### Floorplan with the power grid

Bar = 20 um. Pins as bars on the die edge.
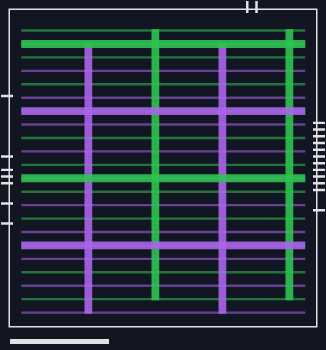
### Cell classes on the final placement

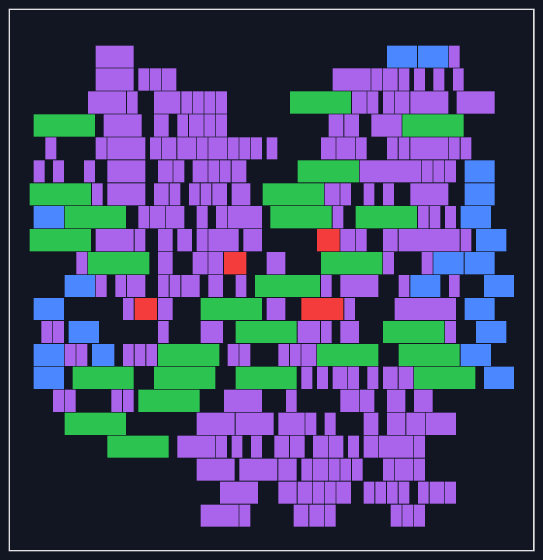
### Clock distribution

Bar = 20 um.
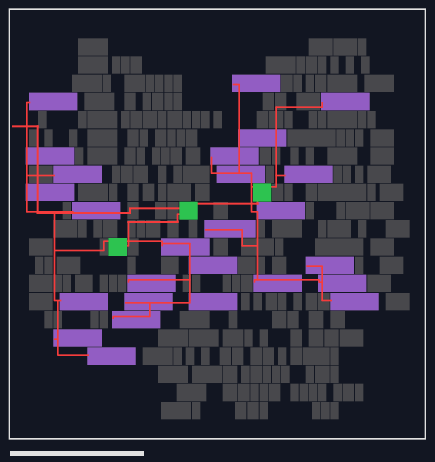
### Metal layers overlaid

Bar = 20 um.
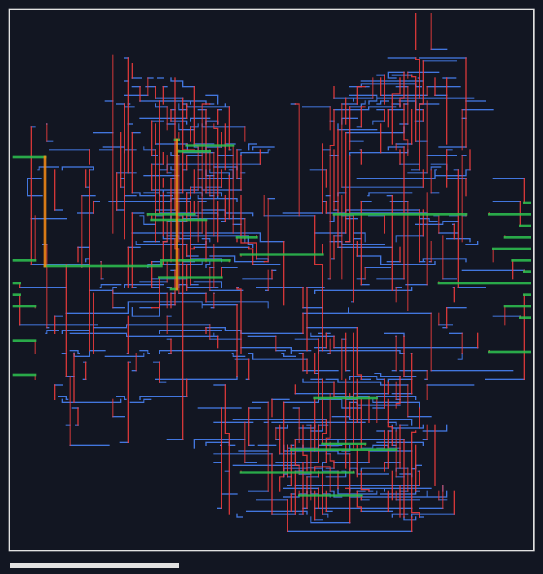
### Clock wiring as the flow saved it

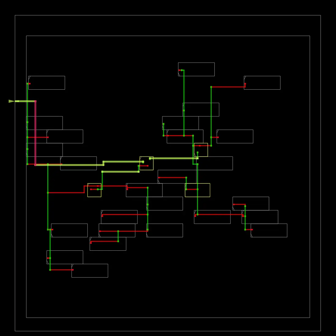
--- src/rtl/parking_monitor.sv ---
// Parking lot occupancy monitor: per-lane A/B beam FSMs feeding a saturating
// occupancy counter with sticky sequence/overflow/underflow error flags.

// One sensor lane: synchronizes the A/B beams and tracks a car crossing them.
module parking_lane (
    input  logic clk,
    input  logic rst,
    input  logic a_i,
    input  logic b_i,
    input  logic clr_err_i,
    output logic entry_o,
    output logic exit_o,
    output logic err_seq_o
);
    localparam logic [2:0] S_IDLE = 3'd0;
    localparam logic [2:0] S_EN1  = 3'd1;
    localparam logic [2:0] S_EN2  = 3'd2;
    localparam logic [2:0] S_EN3  = 3'd3;
    localparam logic [2:0] S_EX1  = 3'd4;
    localparam logic [2:0] S_EX2  = 3'd5;
    localparam logic [2:0] S_EX3  = 3'd6;
    localparam logic [2:0] S_BAD  = 3'd7;

    logic [1:0] a_sync_q, b_sync_q;
    logic [1:0] ab;
    logic [2:0] state_q, state_d;
    logic       entry_q, entry_d, exit_q, exit_d, err_q, err_d;

    // Two-flop synchronizers; bit 1 is the stage the FSM consumes.
    always_ff @(posedge clk) begin
        if (!rst) begin
            a_sync_q <= '0;
            b_sync_q <= '0;
        end else begin
            a_sync_q <= {a_sync_q[0], a_i};
            b_sync_q <= {b_sync_q[0], b_i};
        end
    end

    assign ab = {a_sync_q[1], b_sync_q[1]};

    // Next-state decode; entry path is 10-11-01-00, exit path mirrors it.
    always_comb begin
        state_d = state_q;
        entry_d = 1'b0;
        exit_d  = 1'b0;
        case (state_q)
            S_IDLE: case (ab)
                2'b10:   state_d = S_EN1;
                2'b01:   state_d = S_EX1;
                2'b11:   state_d = S_BAD;
                default: state_d = S_IDLE;
            endcase
            S_EN1: case (ab)
                2'b11:   state_d = S_EN2;
                2'b00:   state_d = S_IDLE;  // backed out, no event
                2'b01:   state_d = S_BAD;
                default: state_d = S_EN1;
            endcase
            S_EN2: case (ab)
                2'b01:   state_d = S_EN3;
                2'b10:   state_d = S_EN1;
                2'b00:   state_d = S_BAD;
                default: state_d = S_EN2;
            endcase
            S_EN3: case (ab)
                2'b00: begin
                    state_d = S_IDLE;
                    entry_d = 1'b1;
                end
                2'b11:   state_d = S_EN2;
                2'b10:   state_d = S_BAD;
                default: state_d = S_EN3;
            endcase
            S_EX1: case (ab)
                2'b11:   state_d = S_EX2;
                2'b00:   state_d = S_IDLE;
                2'b10:   state_d = S_BAD;
                default: state_d = S_EX1;
            endcase
            S_EX2: case (ab)
                2'b10:   state_d = S_EX3;
                2'b01:   state_d = S_EX1;
                2'b00:   state_d = S_BAD;
                default: state_d = S_EX2;
            endcase
            S_EX3: case (ab)
                2'b00: begin
                    state_d = S_IDLE;
                    exit_d  = 1'b1;
                end
                2'b11:   state_d = S_EX2;
                2'b01:   state_d = S_BAD;
                default: state_d = S_EX3;
            endcase
            default: state_d = (ab == 2'b00) ? S_IDLE : S_BAD;
        endcase
    end

    // Only a fresh entry into BAD raises the flag; a set beats a same-cycle clear.
    assign err_d = ((state_d == S_BAD) && (state_q != S_BAD)) | (err_q & ~clr_err_i);

    // FSM state, registered event pulses and sticky sequence error.
    always_ff @(posedge clk) begin
        if (!rst) begin
            state_q <= S_IDLE;
            entry_q <= 1'b0;
            exit_q  <= 1'b0;
            err_q   <= 1'b0;
        end else begin
            state_q <= state_d;
            entry_q <= entry_d;
            exit_q  <= exit_d;
            err_q   <= err_d;
        end
    end

    assign entry_o   = entry_q;
    assign exit_o    = exit_q;
    assign err_seq_o = err_q;
endmodule

module parking_monitor #(
    parameter int NLANES = 2,
    parameter int CAP    = 15,
    parameter int CW     = 4
) (
    input  logic              clk,
    input  logic              rst,
    input  logic [NLANES-1:0] A,
    input  logic [NLANES-1:0] B,
    input  logic              clr_err,
    output logic [NLANES-1:0] entry,
    output logic [NLANES-1:0] exit,
    output logic [CW-1:0]     count,
    output logic              full,
    output logic              empty,
    output logic [NLANES-1:0] err_seq,
    output logic              err_ovf,
    output logic              err_unf
);
    // Signed headroom for count +/- up to 8 simultaneous lane events.
    localparam int SW = CW + 5;
    localparam logic signed [SW-1:0] CAP_S = SW'(CAP);

    logic signed [SW-1:0] n_ent, n_ext, sum;
    logic [CW-1:0]        count_q, count_d;
    logic                 ovf_q, unf_q, ovf_set, unf_set;

    for (genvar i = 0; i < NLANES; i++) begin : g_lane
        parking_lane u_lane (
            .clk       (clk),
            .rst       (rst),
            .a_i       (A[i]),
            .b_i       (B[i]),
            .clr_err_i (clr_err),
            .entry_o   (entry[i]),
            .exit_o    (exit[i]),
            .err_seq_o (err_seq[i])
        );
    end

    // Net occupancy change from all lanes this cycle, saturated to 0..CAP.
    always_comb begin
        n_ent = '0;
        n_ext = '0;
        for (int i = 0; i < NLANES; i++) begin
            n_ent = n_ent + SW'(entry[i]);
            n_ext = n_ext + SW'(exit[i]);
        end
        sum     = SW'(count_q) + n_ent - n_ext;
        ovf_set = (sum > CAP_S);
        unf_set = sum[SW-1];
        if (ovf_set)      count_d = CW'(CAP);
        else if (unf_set) count_d = '0;
        else              count_d = sum[CW-1:0];
    end

    // Occupancy register and sticky counter error flags.
    always_ff @(posedge clk) begin
        if (!rst) begin
            count_q <= '0;
            ovf_q   <= 1'b0;
            unf_q   <= 1'b0;
        end else begin
            count_q <= count_d;
            ovf_q   <= ovf_set | (ovf_q & ~clr_err);
            unf_q   <= unf_set | (unf_q & ~clr_err);
        end
    end

    assign count   = count_q;
    assign full    = (count_q == CW'(CAP));
    assign empty   = (count_q == '0);
    assign err_ovf = ovf_q;
    assign err_unf = unf_q;
endmodule

--- config.mk ---
export PLATFORM = sky130hd
export DESIGN_NAME = parking_monitor
export DESIGN_NICKNAME = d
export VERILOG_FILES = /design/src/rtl/parking_monitor.sv
export SDC_FILE = /design/constraint.sdc
export NUM_CORES = 1
export LEC_CHECK = 0
export ABC_AREA = 1
export CAP_MARGIN = 30
export CORE_AREA = 2 2 60 62
export CTS_CLUSTER_SIZE = 16
export DETAILED_ROUTE_END_ITERATION = 10
export DIE_AREA = 0 0 62 64
export GPL_ROUTABILITY_DRIVEN = 0
export PLACE_DENSITY = 0.76
export SYNTH_ARGS = -nofsm -noshare
export SYNTH_HDL_FRONTEND = slang
export SYNTH_HIERARCHICAL = 1
export SYNTH_SLANG_ARGS = --single-unit
--- constraint.sdc ---
create_clock -name clk -period 2.4 [get_ports clk]
set_input_delay 0.48 -clock clk [delete_from_list [all_inputs] [get_ports clk]]
set_output_delay 0.48 -clock clk [all_outputs]
set_load 0.01 [all_outputs]
==> notes.md <==
run metrics: status=completed, Log Warnings=42, Post-CTS Resized=0, io pins=21, total gr overflow=0, P per Cell Area=648 nW/um^2, yosys stat area=1790 um^2, top cells by area=dfxtp_1, ha_1, nand2_1, RSZ-0062 raised after global routing=no, number of DRC markers in iteration 0=80, Net count, final=300, vias per cell=5.01, WP data required=2.65 ns, share of the synthesized area in the top cell type=29.2%, Syn Area/Cell=7.20 um^2, Arrival @ worst endpoint=2.49 ns, die area=3970 um^2, Worst-path clk slew=0.13 ns, Critical Path Start Type=flip-flop, fill count=300, number of cells in Yosys stat=248, fraction of layout cells with a size suffix above 1=9.74%, Max Freq=0.446 GHz, post-CTS setup repair buffer count=0, TNS Setup=0 ns, Cell variety after synth=23, pin slew with the least headroom to its limit=0.374 ns, diode count=0, post-route ant nets=0, Flop area=522 um^2, Primary FF master, synth=dfxtp_1, syn nets=280, first-pass GRT wire length=5730 um, Yosys warning count=6, Flops after synth=26, port buffer count=20, Total GRT Usage=18.3%, WL final=3180 um, largest net degree at the start of global routing=15, P&R area growth vs syn=13.6%, Max Cap Violations=0, initial antenna violation count=0, LEAKAGE=1.02 nW, Final Max Slew Viols=0, final setup vio count=0, Post-CTS Hold Fix Bufs=0, Root Buffer=clkbuf_4, post-route DRC violation count=0, TritonCTS clock tree=done, crit path capture type=flip-flop, Yosys top cell by area=dfxtp_1, fin crit period=2.24 ns, number of enable flip-flop cells=0, CTS H-tree lvls=1, Mapped Cells=248, worst-path fanout max=5, vias in the first global route=1,430, critical path type=reg -> reg, Synth async-reset ratio=0%, PnR Total Power=1.31 mW, total CTS buffers=3, worst rel slew slack=75.1%, Peak VDD IR=315 uV, Post-DP HPWL=2580 um, Seq/Total Area, Yosys=29.2%, HP Class=reg -> reg, netlist area before placement=1790 um^2, final hold violations=0, clk buf depth=2, Pre-antenna DRT Iters=4, Gate Area=1000 um^2, floorplan core density=54.4%, final period utilization=93.3%
-- 'Floorplan with the power grid' (at the start) --
Key: VDD = green; VSS = purple
The core has 21 rows. 4 straps on met4. 21 signal pins sit on the boundary. 22 met1 rails follow the rows. 4 straps on met5.
Die Wd: 62 um
core area: 3280 um^2

-- 'Cell classes on the final placement' (at the start) --
Key: all other logic = purple [cells 216, share of their area 61%]; other buffers and delay cells = blue [cells 21, share of their area 11%]; clock drivers and dummy loads = red [cells 4, share of their area 1.8%]; flops = green [cells 26, share of their area 26%]
final core utilization: 61.8%
post-route cell area: 2030 um^2
Seq area share: 25.7%
FP Rows: 21

-- 'Clock distribution' (at the start) --
Key: cells driving clock nets = green [count 3]; flip-flops = purple [count 26]; clock wires = red [length 274 um]
There are 4 routed clock nets.
Clk pwr share: 16.3%
clock latency at the later pin of the worst-skew pair: 0.31 ns
clk pwr: 0.214 mW
final setup skew: 0.00135 ns

-- 'Metal layers overlaid' (at the start) --
Key: met1 = blue [wire length 1,500 um]; met2 = red [wire length 1,470 um]; met4 = orange [wire length 30.6 um]; met3 = green [wire length 177 um]
routed len/inst: 10.1 um
Via Count: 1,567

-- 'Clock wiring as the flow saved it' (at the start) --
Flop Count: 26
clk sinks: 26

cell usage in the layout (no fill, tap or decap), drive strengths merged:
cell / Yosys / layout
a21oi: 10 / 10
buf: 6 / 1
clkbuf: 0 / 4
clkdlybuf4s50: 0 / 20
dfxtp: 26 / 26
fa: 3 / 3
ha: 22 / 22
inv: 53 / 53
nand2: 51 / 51
nand3: 24 / 24
nand3b: 2 / 2
nand4: 8 / 8
nor2: 27 / 27
nor3: 2 / 2
nor4: 2 / 2
o21ai: 12 / 12
power by group:
part	internal [mW]	total (mW)	switching, mW	leakage [nW]
logic	0.245	0.548	0.303	0.784
clock network	0.0927	0.214	0.122	0.0210
registers	0.492	0.553	0.0610	0.214
sequential cells by signal, summed over array words and instances, names as in the netlist:
name and flops:
g_lane.u_lane/state_q 6, count 4, g_lane.u_lane/a_sync_q 4, g_lane.u_lane/b_sync_q 4, g_lane.u_lane/entry_o 2, g_lane.u_lane/err_seq_o 2
g_lane.u_lane/exit_o 2, err_ovf 1, err_unf 1
path summary, 6_finish.rpt:
path | from | endpoint | slack [ns] | cells past startpoint
min | g_lane[1].u_lane/b_sync_q[0] | g_lane[1].u_lane/b_sync_q[1] | 0.42 | 2
max | g_lane[0].u_lane/exit_o | err_ovf | 0.16 | 11
min reg2reg | g_lane[1].u_lane/b_sync_q[0] | g_lane[1].u_lane/b_sync_q[1] | 0.42 | 2
max reg2reg | g_lane[0].u_lane/exit_o | err_ovf | 0.16 | 11
cells in the mapped netlist (4+ instances only):
library cell	number
buf_6	4
ha_1	22
o21ai_0	6
nor2_2	6
inv_2	4
inv_1	47
o21ai_1	6
nand3_1	21
a21oi_1	8
dfxtp_1	26
nor2_1	21
nand2_1	48
nand4_1	8
per-layer routing:
layer	global-route usage [%]	part of all wire, %
met2	29.7	46
met5	0	0
met3	3.64	5.6
met1	24.5	47
met4	3.99	0.94
cells by family after synthesis:
group,after synthesis,synth area share [%]
AND/OR/NAND/NOR,116,30.7
buffers and inverters,59,14.8
flip-flops,26,29.2
adder cells (fa/ha/maj),25,18.8
AND-OR/OR-AND,22,6.59
worst max-delay path, stage by stage (launching register included):
cell	delay (ns)
dfxtp_2	0.35
inv_1	0.06
fa_1	0.49
inv_1	0.05
fa_1	0.35
inv_1	0.06
ha_1	0.18
fa_1	0.17
inv_1	0.06
nand2_2	0.11
nand3_2	0.14
a21oi_1	0.16
cell type report:
class | instances | area share [%]
Clock buffer | 4 | 1.79
Inverter | 53 | 10.1
Multi-Input combinational cell | 163 | 49.4
Sequential cell | 26 | 25.7
Tap cell | 46 | 2.84
Timing Repair Buffer | 21 | 10.2
metrics by stage:
step	setup slack [ns]	instances	hold slack [ns]	instance area [um^2]	utilization, %
detailed placement	0.142	309	0.401	1990	60.6
CTS	0.109	313	0.427	2030	61.7
floorplan	0.244	248	0.390	1790	-
global placement	0.249	309	0.395	1990	60.6
finish	0.160	313	0.425	2030	61.8
global route	0.0198	313	0.454	2030	61.8
Power is estimated from default activity; no workload was simulated.
